### src/rtl/cc_mailbox_pkg.sv
// Shared constants for the command-control mailbox:
// register offsets, STATUS/CONTROL bit indices, clog2 helper.
package cc_mailbox_pkg;

  typedef enum logic [1:0] {
    REG_STATUS = 2'd0,
    REG_RX     = 2'd1,
    REG_TX     = 2'd2,
    REG_CTRL   = 2'd3
  } reg_e;

  localparam int ST_RX_NE   = 0;
  localparam int ST_RX_FULL = 1;
  localparam int ST_TX_FULL = 2;
  localparam int ST_OVF     = 3;

  localparam int CT_IRQ_EN  = 0;
  localparam int CT_OVF_CLR = 1;

  function automatic int clog2(input int v);
    int r;
    r = 0;
    for (int i = 0; i < 31; i++) begin
      if ((1 << i) < v) r = i + 1;
    end
    return r;
  endfunction

endpackage

### src/rtl/cc_sync_fifo.sv
// Synchronous FIFO, power-of-two depth, head shown combinationally.
// Ports: clk, reset, push, pop, din -> dout, full, empty, count.
module cc_sync_fifo
  import cc_mailbox_pkg::*;
#(
  parameter int WIDTH = 8,
  parameter int DEPTH = 16
) (
  input  logic                    clk,
  input  logic                    reset,
  input  logic                    push,
  input  logic                    pop,
  input  logic [WIDTH-1:0]        din,
  output logic [WIDTH-1:0]        dout,
  output logic                    full,
  output logic                    empty,
  output logic [clog2(DEPTH):0]   count
);

  localparam int AW = clog2(DEPTH);
  localparam logic [AW:0]   FULL_CNT = {1'b1, {AW{1'b0}}};
  localparam logic [AW:0]   CNT_ONE  = 1;
  localparam logic [AW-1:0] PTR_ONE  = 1;

  logic [AW-1:0]    rd_ptr_q, rd_ptr_d;
  logic [AW-1:0]    wr_ptr_q, wr_ptr_d;
  logic [AW:0]      cnt_q, cnt_d;
  logic [WIDTH-1:0] mem_q [DEPTH];
  logic [WIDTH-1:0] mem_d [DEPTH];
  logic             do_push, do_pop;

  assign empty = (cnt_q == '0);
  assign full  = (cnt_q == FULL_CNT);
  assign count = cnt_q;
  assign dout  = empty ? '0 : mem_q[rd_ptr_q];

  // A pop on a full FIFO frees the slot the
  // same-cycle push lands in.
  assign do_pop  = pop & ~empty;
  assign do_push = push & (~full | do_pop);

  always_comb begin
    rd_ptr_d = rd_ptr_q;
    wr_ptr_d = wr_ptr_q;
    cnt_d    = cnt_q;
    mem_d    = mem_q;
    if (do_pop) rd_ptr_d = rd_ptr_q + PTR_ONE;
    if (do_push) begin
      wr_ptr_d        = wr_ptr_q + PTR_ONE;
      mem_d[wr_ptr_q] = din;
    end
    case ({do_push, do_pop})
      2'b10:   cnt_d = cnt_q + CNT_ONE;
      2'b01:   cnt_d = cnt_q - CNT_ONE;
      default: cnt_d = cnt_q;
    endcase
  end

  always_ff @(posedge clk) begin
    if (reset) begin
      rd_ptr_q <= '0;
      wr_ptr_q <= '0;
      cnt_q    <= '0;
    end else begin
      rd_ptr_q <= rd_ptr_d;
      wr_ptr_q <= wr_ptr_d;
      cnt_q    <= cnt_d;
    end
  end

  always_ff @(posedge clk) begin
    mem_q <= mem_d;
  end

endmodule

### src/rtl/cc_mailbox.sv
// KCPSM6 port-mapped mailbox: RX/TX byte FIFOs, STATUS/CONTROL
// registers, level interrupt. Ports: KCPSM6 I/O bus (port_id,
// port_out, write_strobe, k_write_strobe, read_strobe, port_in,
// interrupt, interrupt_ack), fabric rx_* in and tx_* out.
// Optional CC_MAILBOX_KWRITE_EN: OUTPUTK to K_ID writes CONTROL.
module cc_mailbox
  import cc_mailbox_pkg::*;
#(
  parameter logic [7:0] BASE_ID  = 8'h10,
  parameter logic [3:0] K_ID     = 4'h1,
  parameter int         RX_DEPTH = 16,
  parameter int         TX_DEPTH = 16
) (
  input  logic       clk,
  input  logic       reset,
  input  logic [7:0] port_id,
  input  logic [7:0] port_out,
  input  logic       write_strobe,
  input  logic       k_write_strobe,
  input  logic       read_strobe,
  output logic [7:0] port_in,
  output logic       interrupt,
  input  logic       interrupt_ack,
  input  logic [7:0] rx_data,
  input  logic       rx_valid,
  output logic       rx_ready,
  output logic [7:0] tx_data,
  output logic       tx_valid,
  input  logic       tx_ready
);

  logic [7:0] port_in_q, port_in_d;
  logic       irq_en_q, irq_en_d;
  logic       ovf_q, ovf_d;
  logic       pend_q, pend_d;

  logic       hit;
  logic [1:0] off;
  logic       sel_st, sel_rx;
  logic       wr_tx, wr_ctl, k_ctl, ctl_wr;
  logic       irq_set;
  logic [7:0] status;

  logic       rx_push, rx_pop, rx_full, rx_empty;
  logic [7:0] rx_dout;
  logic       tx_full, tx_empty;
  logic [7:0] tx_dout;

  logic [clog2(RX_DEPTH):0] rx_count;
  logic [clog2(TX_DEPTH):0] tx_count;
  logic                     unused_cnt;

  assign unused_cnt = ^{rx_count, tx_count};

  assign hit    = (port_id[7:2] == BASE_ID[7:2]);
  assign off    = port_id[1:0];
  assign sel_st = hit & (off == REG_STATUS);
  assign sel_rx = hit & (off == REG_RX);
  assign wr_tx  = write_strobe & hit & (off == REG_TX);
  assign wr_ctl = write_strobe & hit & (off == REG_CTRL);

`ifdef CC_MAILBOX_KWRITE_EN
  // OUTPUT and OUTPUTK share port_out; write_strobe simply
  // takes precedence when both are present.
  assign k_ctl = k_write_strobe & ~write_strobe
               & (port_id[3:0] == K_ID);
`else
  logic k_unused;
  assign k_unused = k_write_strobe;
  assign k_ctl    = 1'b0;
`endif

  assign ctl_wr = wr_ctl | k_ctl;

  assign rx_pop  = read_strobe & sel_rx & ~rx_empty;
  assign rx_push = rx_valid & (~rx_full | rx_pop);

  cc_sync_fifo #(
    .WIDTH (8),
    .DEPTH (RX_DEPTH)
  ) u_rx_fifo (
    .clk   (clk),
    .reset (reset),
    .push  (rx_push),
    .pop   (rx_pop),
    .din   (rx_data),
    .dout  (rx_dout),
    .full  (rx_full),
    .empty (rx_empty),
    .count (rx_count)
  );

  cc_sync_fifo #(
    .WIDTH (8),
    .DEPTH (TX_DEPTH)
  ) u_tx_fifo (
    .clk   (clk),
    .reset (reset),
    .push  (wr_tx),
    .pop   (tx_ready),
    .din   (port_out),
    .dout  (tx_dout),
    .full  (tx_full),
    .empty (tx_empty),
    .count (tx_count)
  );

  assign rx_ready  = ~rx_full;
  assign tx_valid  = ~tx_empty;
  assign tx_data   = tx_dout;
  assign port_in   = port_in_q;
  assign interrupt = pend_q;

  always_comb begin
    status             = '0;
    status[ST_RX_NE]   = ~rx_empty;
    status[ST_RX_FULL] = rx_full;
    status[ST_TX_FULL] = tx_full;
    status[ST_OVF]     = ovf_q;
  end

  always_comb begin
    port_in_d = '0;
    unique case (1'b1)
      sel_st:  port_in_d = status;
      sel_rx:  port_in_d = rx_dout;
      default: port_in_d = '0;
    endcase
  end

  // Pending fires on the RX empty->non-empty edge, or when
  // interrupts are enabled with data already (or just) queued.
  assign irq_set =
      (irq_en_q & rx_empty & rx_push)
    | (ctl_wr & port_out[CT_IRQ_EN] & (~rx_empty | rx_push));

  always_comb begin
    irq_en_d = irq_en_q;
    ovf_d    = ovf_q;
    pend_d   = pend_q;
    if (ctl_wr) irq_en_d = port_out[CT_IRQ_EN];
    if (ctl_wr & port_out[CT_OVF_CLR]) ovf_d = 1'b0;
    // A drop in the clearing cycle is kept, not lost.
    if (rx_valid & rx_full & ~rx_pop) ovf_d = 1'b1;
    if (interrupt_ack) pend_d = 1'b0;
    if (irq_set) pend_d = 1'b1;
    if (ctl_wr & ~port_out[CT_IRQ_EN]) pend_d = 1'b0;
  end

  always_ff @(posedge clk) begin
    if (reset) begin
      port_in_q <= '0;
      irq_en_q  <= 1'b0;
      ovf_q     <= 1'b0;
      pend_q    <= 1'b0;
    end else begin
      port_in_q <= port_in_d;
      irq_en_q  <= irq_en_d;
      ovf_q     <= ovf_d;
      pend_q    <= pend_d;
    end
  end

endmodule

### config.mk
export PLATFORM = sky130hd
export DESIGN_NAME = cc_mailbox
export DESIGN_NICKNAME = d
export VERILOG_FILES = /design/src/rtl/cc_mailbox_pkg.sv /design/src/rtl/cc_sync_fifo.sv /design/src/rtl/cc_mailbox.sv
export SDC_FILE = /design/constraint.sdc
export NUM_CORES = 1
export LEC_CHECK = 0
export CORE_AREA = 4 4 168 170
export CTS_BUF_LIST = sky130_fd_sc_hd__clkbuf_2
export DETAILED_ROUTE_END_ITERATION = 12
export DIE_AREA = 0 0 172 174
export GPL_TIMING_DRIVEN = 0
export SYNTH_ARGS = -nofsm -noshare
export SYNTH_HDL_FRONTEND = slang
export SYNTH_SLANG_ARGS = --single-unit
### constraint.sdc
create_clock -name clk -period 4.1 [get_ports clk]
set_input_delay 0.41 -clock clk [delete_from_list [all_inputs] [get_ports clk]]
set_output_delay 0.41 -clock clk [all_outputs]
set_load 0.01 [all_outputs]
Run 1, congestion heat map:
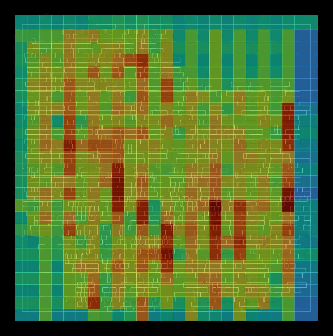
met2 Usage GRT: 0.289
Avg WL per Cell: 20.8 um
overall global routing resource usage: 0.169

Run 1, clock distribution:
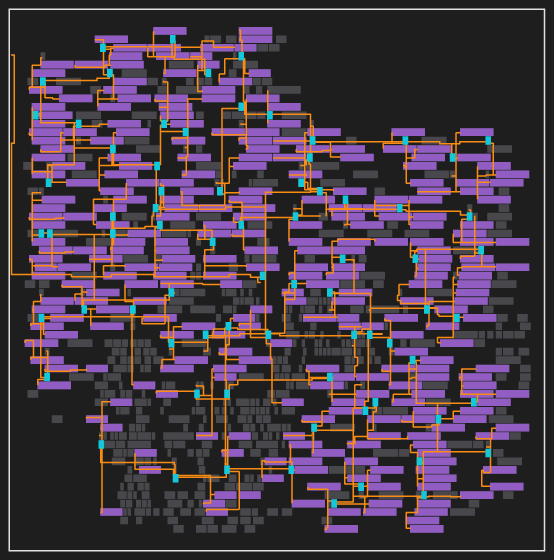
[clock wires] orange | length: 3690 um
[clock-net drivers] cyan | count: 74
[flip-flops] purple | count: 293
routed clock nets: 75

Run 1, signal wires on met1:
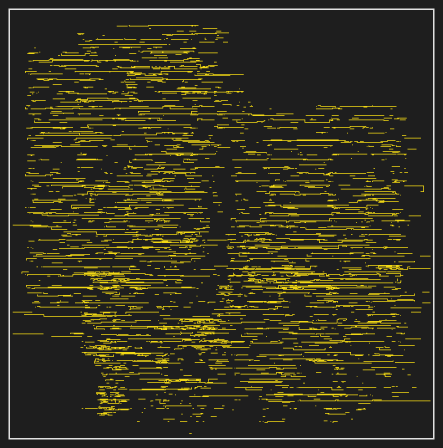
longest straight run: 49.2 um
share of all routed wire: 39%
nets with wire on the layer: 792
main direction: horizontal

==> Slide: Implementation Results, run 1 <==
Synthesis and Place & Route Summary

Outcome
  • Status: completed

Layout
  • Area Overhead vs Synth: 14.0%
  • Non-clock inverters: 18
  • # diodes: 1
  • Share of layout cells above drive strength 1: 0.257
  • Non-CTS buffers: 85
  • Gate Area: 3280 um2
  • Final nets: 836
  • Flop count: 293
  • Final Cell Area: 13600 um2
  • FF+latch area: 8430 um2
  • Most frequent cells in the layout: edfxtp_1 (256), clkbuf_2 (107), mux4_2 (67)
  • Top cell excl fill/tap: edfxtp_1
  • Core Util, Final: 0.508
  • Buffer share of cell area: 0.0491
  • Dominant class by area: registers
  • Post-Layout Cell Count: 1181
  • Logic share of the area: 0.242
  • Multi-In Gates: 313

STA
  • Min Hold Slack: 0.334 ns
  • Tcrit/Tclk final: 0.931
  • Tightest Pin Transition: 1.03 ns
  • Tmin final: 3.82 ns
  • Final hold vios: 0
  • Final setup margin: 0.285 ns
  • Unrepaired setup endpoints after global routing: no
  • Worst Skew: about 0.09 ns
  • Slew margin rel.: 0.310
  • Slew Limit Fails: 0
  • Achievable Freq: 262 MHz
  • Final setup violation count: 0

Place
  • Dpl cell area: 12800 um2
  • Dpl ws: -0.329 ns
  • Port buffer count: 47
  • Routability cong.: 0.756
  • Final HPWL DP: approximately 16 mm

CTS
  • Setup Buffers After CTS: 0
  • CTS Buf Count: between 70 and 80
  • Clock sink count: roughly 290
  • CTS max path bufs: 3
  • Hold Buf Count CTS: 3
  • H-tree depth: 3
  • Clk_lat worst skew: between 0.8 and 0.9 ns

Power and ir drop
  • Power Total: 5430 uW
  • Total sequential power: 3260 uW
  • Power per Cell Area: 400 nW/um2
  • Leakage: ~0.0045 uW
  • Flop pwr share: 0.601
  • NetSw: about 1200 uW
  • Max IR drop VDD: approximately 0.25 mV
  • Sw frac: 0.227
  • Internal power: roughly 4200 uW
  • Comb power frac: 0.029
  • Clock power share: 0.370
  • Clk pwr: roughly 2000 uW

Worst setup path
  • Most frequent CP cell: clkbuf_1
  • Flop-to-flop setup slack: ~0.54 ns
  • Crit path max-delay family: buffers and inverters
  • Critical-path top delay cell: clkbuf_1
  • Worst R2R End: u_tx_fifo.count[4]$_SDFFE_PP0P_
  • FF-to-FF path depth: 13
  • Worst Path Required: between 3 and 4 ns
  • CP arrival: 3.41 ns
  • Setup crit end: tx_data[0]
  • Crit path capture type: primary output
  • R2r startpoint: u_tx_fifo.count[1]$_SDFFE_PP0P_
  • Worst setup startpoint: u_tx_fifo.rd_ptr_q[1]$_SDFFE_PP0P_
  • Critical-path maximum fanout: 10
  • Worst path max stage delay: 0.62 ns
  • CP Buf/Inv Count: 3

Logic synthesis
  • Yosys xor share: 0.0118
  • Simple-Gate Fraction of Synth Area: 0.0595
  • Seq cells post-synth: 293
  • Top logic family: multiplexers
  • Synth area leaders: edfxtp_1 (65%), mux4_2 (13%), dfxtp_1 (6.2%)
  • # Cells Yosys: around 660
  • Seq/Total Area, Yosys: 0.707
  • Yosys chip area: ~12000 um2
  • EDFF count, synth: 256
  • Synth top cell by count: edfxtp_1
  • Largest area contributor in the netlist: edfxtp_1
  • Synth warn: 0
  • Yosys aoi share: 0.0301
  • Cell Type Count: 54

GRT
  • Maximum number of pins on one net before global-route repair: 19
  • Busiest grt layer: met2
  • Total grt overflow: 0
  • Wire length of the first global-routing pass: ~38 mm
  • Vias in the first global route: 6907
  • Met1 usage: 0.204

Route
  • Post-Route WL: 24.6 mm
  • Number of iterations in the first detailed-routing pass: 4
  • Max Used Layer: met4
  • Vias: approximately 6.3k
  • Remaining DRCs: 0
  • Antenna Nets Post-Route: 0

Floorplan
  • Total die area: 29900 um2
  • Floorplan Utilization: 0.446
  • Die Width: roughly 170 um
  • Die height: 174 um
  • Placeable core area: about 27000 um2
  • Row count: 60

Worst hold path
  • Hold wc startpoint: rx_valid
  • Hold endpoint: ovf_q$_SDFFE_PP0P_
  • WHS Path Cells: 3

Run
  • OpenROAD warnings: 34
  • Max-cap violation count: 0
## Run 2: what changed since run 1
--- a/config.mk
+++ b/config.mk
@@ -10,6 +10,7 @@
 export DETAILED_ROUTE_END_ITERATION = 12
 export DIE_AREA = 0 0 172 174
 export GPL_TIMING_DRIVEN = 0
+export MAX_ROUTING_LAYER = met4
 export SYNTH_ARGS = -nofsm -noshare
 export SYNTH_HDL_FRONTEND = slang
 export SYNTH_SLANG_ARGS = --single-unit
Run 2, port wiring:
Scale bar: 50 um.
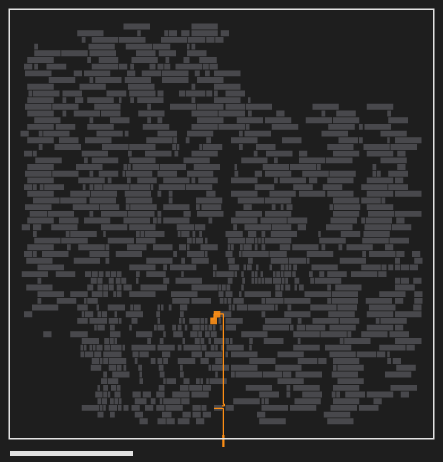
[tx_ready] orange | direction: input | end cells: 2 | buffers: 1 | wire: 61.5 um

==> run 2 against run 1 <==
Against the previous run: utilization is the same; critical endpoint unchanged; non-clock buffer count is the same; worst setup slack gained 0.028 ns; power is essentially flat; global-route usage grew 0.50 points; wire length is essentially flat; clock power is essentially flat; clock skew grew 0.0020 ns; first-iteration DRC count shrank 5.3%; largest power group unchanged.
==> Slide: Implementation Results, run 2 <==
Synthesis and Place & Route Summary

Power and ir drop
  • Power per Cell Area: 400 nW/um2
  • Power Total: 5430 uW
  • Largest Pwr Group: sequential cells
  • Max IR drop VDD: 0.252 mV
  • Total sequential power: 3260 uW
  • Leakage: 0.00446 uW
  • Clock power share: 0.371
  • Comb power frac: 0.029
  • NetSw: around 1200 uW
  • Sw frac: 0.227
  • Clk pwr: 2010 uW
  • Flop pwr share: 0.601
  • Internal power: around 4200 uW

Logic synthesis
  • Synth area leaders: edfxtp_1 (65%), mux4_2 (13%), dfxtp_1 (6.2%)
  • Seq cells post-synth: 293
  • Synth top area share: 0.645
  • Simple-Gate Fraction of Synth Area: 0.0595
  • Yosys chip area: between 10000 and 15000 um2
  • Seq/Total Area, Yosys: 0.707
  • Yosys aoi share: 0.0301
  • Avg Cell Area, Syn: 18.1 um2
  • Cell Type Count: 54
  • Largest area contributor in the netlist: edfxtp_1
  • Synth warn: 0
  • Yosys xor share: 0.0118
  • Mux cell area share after synthesis: 0.151
  • Top logic family: multiplexers
  • Synth top cell by count: edfxtp_1
  • EDFF count, synth: 256
  • Post-synth top flop: edfxtp_1
  • # Cells Yosys: 659

Worst hold path
  • WHS Path Cells: 3
  • Hold wc startpoint: rx_valid
  • Worst Hold Class: in2reg
  • Hold endpoint: ovf_q$_SDFFE_PP0P_

CTS
  • Hold Buf Count CTS: 3
  • H-tree depth: 3
  • Clock sink count: 293
  • CTS Buf Count: around 74
  • Setup Buffers After CTS: 0
  • Clk slew on worst S/H paths: 0.11 ns
  • Resized Gates After CTS: 0
  • Clk_lat worst skew: 0.81 ns
  • CTS root buffer: clkbuf_2
  • CTS max path bufs: 3

Route
  • Met3 routed WL: about 1.2 mm
  • Number of iterations in the first detailed-routing pass: 5
  • Vias: 6351
  • Max Used Layer: met4
  • Via-per-instance ratio: about 5.4
  • Met1 wire length: approximately 9.8 mm
  • Avg WL per Cell: 20.8 um
  • Post-Route WL: 24.6 mm
  • Remaining DRCs: 0
  • Detail Route met2 WL: about 13 mm
  • Antenna Nets Post-Route: 0
  • Initial drt markers: ~340

STA
  • Tmin final: 3.79 ns
  • Final setup margin: roughly 0.31 ns
  • Tcrit/Tclk final: 0.924
  • Final hold vios: 0
  • Worst Skew: 0.0912 ns
  • Tightest Pin Transition: 1.01 ns
  • Slew Limit Fails: 0
  • Min Hold Slack: about 0.35 ns
  • Unrepaired setup endpoints after global routing: no
  • Final setup violation count: 0
  • Slew margin rel.: 0.322
  • Achievable Freq: 264 MHz

Floorplan
  • Die Width: around 170 um
  • Placeable core area: 26700 um2
  • Die height: 174 um
  • Row count: about 60
  • Floorplan Utilization: 0.446
  • # IOs: 51
  • Tap Count: approximately 340
  • Total die area: 29900 um2

Worst setup path
  • Crit path capture type: primary output
  • Critical-path maximum fanout: 10
  • Most frequent CP cell: clkbuf_1
  • R2r startpoint: u_tx_fifo.count[1]$_SDFFE_PP0P_
  • Critical path type: reg2out
  • Worst R2R End: u_tx_fifo.count[4]$_SDFFE_PP0P_
  • Worst path max stage delay: about 0.62 ns
  • Flop-to-flop setup slack: between 0.5 and 0.6 ns
  • CP arrival: 3.38 ns
  • Worst setup startpoint: u_tx_fifo.rd_ptr_q[1]$_SDFFE_PP0P_
  • FF-to-FF path depth: 13
  • Critical-path top delay cell: clkbuf_1
  • CP Buf/Inv Count: 3
  • Critical Path Start Type: register
  • Worst Path Required: 3.69 ns
  • Crit path depth: 6
  • Crit path max-delay family: buffers and inverters
  • Setup crit end: tx_data[0]

Place
  • Routability cong.: 0.766
  • Port buffer count: 47
  • Final HPWL DP: around 16 mm
  • Dpl cell area: 12800 um2
  • Placed cells: 1047
  • Dpl ws: -0.329 ns

Layout
  • Post-Layout Cell Count: 1181
  • Gate Area: 3280 um2
  • Dominant class by area: registers
  • Non-CTS buffers: between 80 and 90
  • Top cell excl fill/tap: edfxtp_1
  • Final nets: 836
  • Multi-In Gates: 313
  • Area Overhead vs Synth: 14.0%
  • Share of layout cells above drive strength 1: 0.257
  • Flop count: 293
  • # diodes: 1
  • # fillers: 2240
  • Most frequent cells in the layout: edfxtp_1 (256), clkbuf_2 (107), mux4_2 (67)
  • Core Util, Final: 0.508
  • Non-clock inverters: 18
  • FF+latch area: 8430 um2
  • Final Cell Area: about 14000 um2
  • Logic share of the area: 0.242
  • Buffer share of cell area: 0.0491

GRT
  • Overall global routing resource usage: 0.174
  • Met1 usage: 0.204
  • Wire length of the first global-routing pass: around 38 mm
  • Met2 Usage GRT: 0.290
  • Busiest grt layer: met2
  • Vias in the first global route: 6910
  • Maximum number of pins on one net before global-route repair: 19
  • Total grt overflow: 0

Outcome
  • Status: completed

Run
  • Max-cap violation count: 0
  • OpenROAD warnings: 34
Power figures rest on the tool's default switching activity, not on a simulated workload.
